`src/rtl/rom_loader_pkg.sv`:
```
// rom_loader_pkg: shared state encodings and stream-format constants for rom_loader
package rom_loader_pkg;
   localparam int INST_ADDR_W = 32;
   localparam int INST_DATA_W = 8;
   localparam int LEN_BYTES   = 4;
   typedef enum logic [2:0] {IDLE, LEN, DATA, CSUM, DONE, ERR} state_t;
endpackage

```
`src/rtl/rom_loader.sv`:
```
// rom_loader: loads a length-prefixed, checksummed byte stream into instruction memory
// clk/rst: clock, async active-high reset
// start_i: begin session (IDLE/DONE/ERR only); byte_i/byte_valid_i/byte_ready_o: stream handshake
// we_o/waddr_o/wdata_o: memory byte write port; hold_o: stall CPU fetch; done_o/err_o: session result
module rom_loader
   import rom_loader_pkg::*;
#(
   parameter int                     MEM_BYTES = 4096,
   parameter logic [INST_ADDR_W-1:0] BASE_ADDR = 32'h0
) (
   input  logic                   clk,
   input  logic                   rst,
   input  logic                   start_i,
   input  logic [7:0]             byte_i,
   input  logic                   byte_valid_i,
   output logic                   byte_ready_o,
   output logic                   we_o,
   output logic [INST_ADDR_W-1:0] waddr_o,
   output logic [INST_DATA_W-1:0] wdata_o,
   output logic                   hold_o,
   output logic                   done_o,
   output logic                   err_o
);
   state_t      state, state_nx;
   logic [31:0] cnt, len, n;
   logic [7:0]  sum;
   logic        acc, idle_like, last_len, last_data;
   assign byte_ready_o = state inside {LEN, DATA, CSUM};
   assign idle_like    = state inside {IDLE, DONE, ERR};
   assign acc          = byte_valid_i && byte_ready_o;
   // length arrives little-endian: shift each new byte in at the top
   assign n            = {byte_i, len[31:8]};
   assign last_len     = cnt == 32'(LEN_BYTES - 1);
   // 33-bit compare so the counter can never wrap past the length
   assign last_data    = {1'b0, cnt} + 33'd1 == {1'b0, len};
   assign hold_o       = state != DONE;
   assign done_o       = state == DONE;
   assign err_o        = state == ERR;
   always_ff @(posedge clk or posedge rst)
      if (rst) state <= IDLE;
      else     state <= state_nx;
   always_comb begin
      state_nx = state;
      case (state)
         IDLE, DONE, ERR: state_nx = start_i ? LEN : state;
         LEN:  if (acc && last_len) state_nx = n == 32'd0 ? CSUM : n > 32'(MEM_BYTES) ? ERR : DATA;
         DATA: if (acc && last_data) state_nx = CSUM;
         CSUM: if (acc) state_nx = byte_i == sum ? DONE : ERR;
         default: state_nx = IDLE;
      endcase
   end
   always_ff @(posedge clk or posedge rst)
      if (rst) begin
         cnt     <= '0;
         len     <= '0;
         sum     <= '0;
         we_o    <= 1'b0;
         waddr_o <= '0;
         wdata_o <= '0;
      end else begin
         we_o <= 1'b0;
         if (start_i && idle_like) begin
            cnt <= '0;
            len <= '0;
            sum <= '0;
         end else if (acc && state == LEN) begin
            len <= n;
            cnt <= last_len ? 32'd0 : cnt + 32'd1;
         end else if (acc && state == DATA) begin
            we_o    <= 1'b1;
            waddr_o <= BASE_ADDR + cnt;
            wdata_o <= byte_i;
            sum     <= sum + byte_i;
            cnt     <= cnt + 32'd1;
         end
      end
endmodule

```
`config.mk`:
```
export PLATFORM = sky130hd
export DESIGN_NAME = rom_loader
export DESIGN_NICKNAME = d
export VERILOG_FILES = /design/src/rtl/rom_loader_pkg.sv /design/src/rtl/rom_loader.sv
export SDC_FILE = /design/constraint.sdc
export NUM_CORES = 1
export LEC_CHECK = 0
export CORE_ASPECT_RATIO = 0.5
export CORE_MARGIN = 2
export CORE_UTILIZATION = 41
export CTS_CLUSTER_DIAMETER = 100
export DETAILED_ROUTE_END_ITERATION = 10
export GPL_TIMING_DRIVEN = 1
export PLACE_DENSITY_LB_ADDON = 0.3
export RECOVER_POWER = 25
export SYNTH_ARGS = -nofsm -noshare
export SYNTH_HDL_FRONTEND = slang
export SYNTH_SLANG_ARGS = --single-unit
export TNS_END_PERCENT = 100
```
`constraint.sdc`:
```
create_clock -name clk -period 6.2 [get_ports clk]
set_input_delay 0.62 -clock clk [delete_from_list [all_inputs] [get_ports clk]]
set_output_delay 0.62 -clock clk [all_outputs]
set_load 0.02 [all_outputs]
```
==> impl_metrics.env <==
# physical design summary
export IMPL_grt_util_met3=0.0446
export IMPL_yosysTopAreaCell="sky130_fd_sc_hd__dfrtp_1"
export IMPL_clkCellAreaFrac=0.0787
export IMPL_synth_to_final_area_change_pct=18.9
export IMPL_setup_reg_to_reg_worst_slack_ps=2640
export IMPL_drt_pass1_iterations=5
export IMPL_input_output_buffers=56
export IMPL_synthesized_area_fraction_occupied_by_adder_cells=0.0180
export IMPL_boundaryPins=57
export IMPL_placement_rows=32
export IMPL_final_net_count=743
export IMPL_run_status="complete, but fails checks"
export IMPL_most_numerous_logic_cells_after_layout="sky130_fd_sc_hd__dfrtp_1 (116), sky130_fd_sc_hd__nand2_1 (107), sky130_fd_sc_hd__clkdlybuf4s50_1 (54)"
export IMPL_layout_min_cycle_time_ps=3810
export IMPL_post_synth_cell_area_avg_um2=9.69
export IMPL_diodes=0
export IMPL_proportion_of_netlist_area_held_by_the_largest_area_contributor=0.434
export IMPL_failed_checks="max-capacitance violations, max-slew violations"
export IMPL_post_cts_setup_buffers=0
export IMPL_cellLeakagePower_uw=0.00345
export IMPL_logic_family="simple AND/OR/NAND/NOR gates"
export IMPL_final_layout_size_suffix_gt1_frac=0.143
export IMPL_setup_ws_ps=2390
export IMPL_setup_violations_final=0
export IMPL_power_density_mw_per_mm2=332
export IMPL_drt_first_iter_violations=460
export IMPL_critical_path_endpoint_type="flip-flop"
export IMPL_pin_count_of_the_biggest_net_entering_global_routing=64
export IMPL_drv_max_cap_violation_count=2
export IMPL_ant_nets=0
export IMPL_vias_per_cell=5.56
export IMPL_crit_reg2reg_launch="state[2]"
export IMPL_lay_top_count="sky130_fd_sc_hd__dfrtp_1"
export IMPL_ys_sh_simple=0.206
export IMPL_post_synth_main_area_contributors="sky130_fd_sc_hd__dfrtp_1 (43%), sky130_fd_sc_hd__mux2_2 (7.2%), sky130_fd_sc_hd__nand2_1 (6.0%)"
export IMPL_antenna_found_initial=0
export IMPL_top_layer_reached_by_signal_wires="met4"
export IMPL_comb_power_share=0.237
export IMPL_timing_max_transition_violations_final=99
export IMPL_tightestPinTransition_ps=2870
export IMPL_warnings=26
export IMPL_gr_usage_met2=0.313
export IMPL_number_of_nets_at_floorplan=711
export IMPL_totalPowerFinal_uw=2640
export IMPL_ff_count=116
export IMPL_min_delay_start="sum[6]"
export IMPL_fp_dieW_um=185
export IMPL_total_switching_power_uw=860
export IMPL_final_signal_inverter_count=17
export IMPL_synth_top_cell_by_count="sky130_fd_sc_hd__dfrtp_1"
export IMPL_clock_buffers=22
export IMPL_synth_cellmix_xorXnorShare=0.0651
==> state kept, by name, summed over array words and instances, names as in the netlist <==
register,flops
wdata_o,8
len,32
cnt,32
sum,8
state,3
waddr_o,32
we_o,1
==> critical path, cell delays in order <==
cell	delay, ps
sky130_fd_sc_hd__dlygate4sd3_1	590
sky130_fd_sc_hd__nand2b_1	150
sky130_fd_sc_hd__nor3b_4	200
sky130_fd_sc_hd__clkbuf_1	1170
sky130_fd_sc_hd__a21oi_4	380
sky130_fd_sc_hd__buf_4	390
sky130_fd_sc_hd__nand2b_1	220
sky130_fd_sc_hd__o41ai_1	360
### Metal layers overlaid

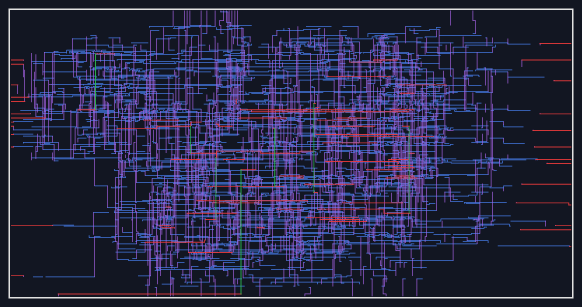
legend:
  green:
    layer: M4
    wire_length: 165 um
  purple:
    layer: M2
    wire_length: 7380 um
  blue:
    layer: M1
    wire_length: 8280 um
  red:
    layer: M3
    wire_length: 1020 um
routed wirelength normalized by instance count: 17.6 um
GRT Total Usage: 0.208
sum of routed wire length over all layers: 16800 um

### Clock nets

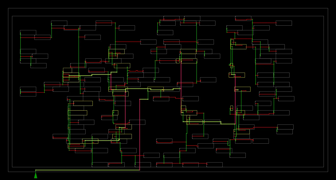
Clk power: 1050 uW
clk_skew: 11.1 ps
clock latency on the worst-skew pair: 420 ps
clock buffers created by TritonCTS: 17

### Sequential cells grouped by signal name

Other sequential cells in the stronger grey, the rest of the logic in the fainter grey.
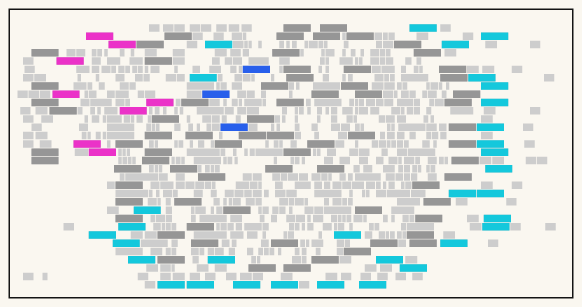
legend:
  blue:
    name_in_the_netlist: `state`
    sequential_cells: 3
  cyan:
    name_in_the_netlist: `waddr_o`
    sequential_cells: 32
    where: spread over the die
  magenta:
    name_in_the_netlist: `sum`
    sequential_cells: 8
not coloured: 73
Final Core Density: 0.508
sequential fraction of total cell area: 0.365
sequential cell area: 0.00290 mm^2
Flop+latch power: 961 uW

Power is estimated from default activity; no workload was simulated.
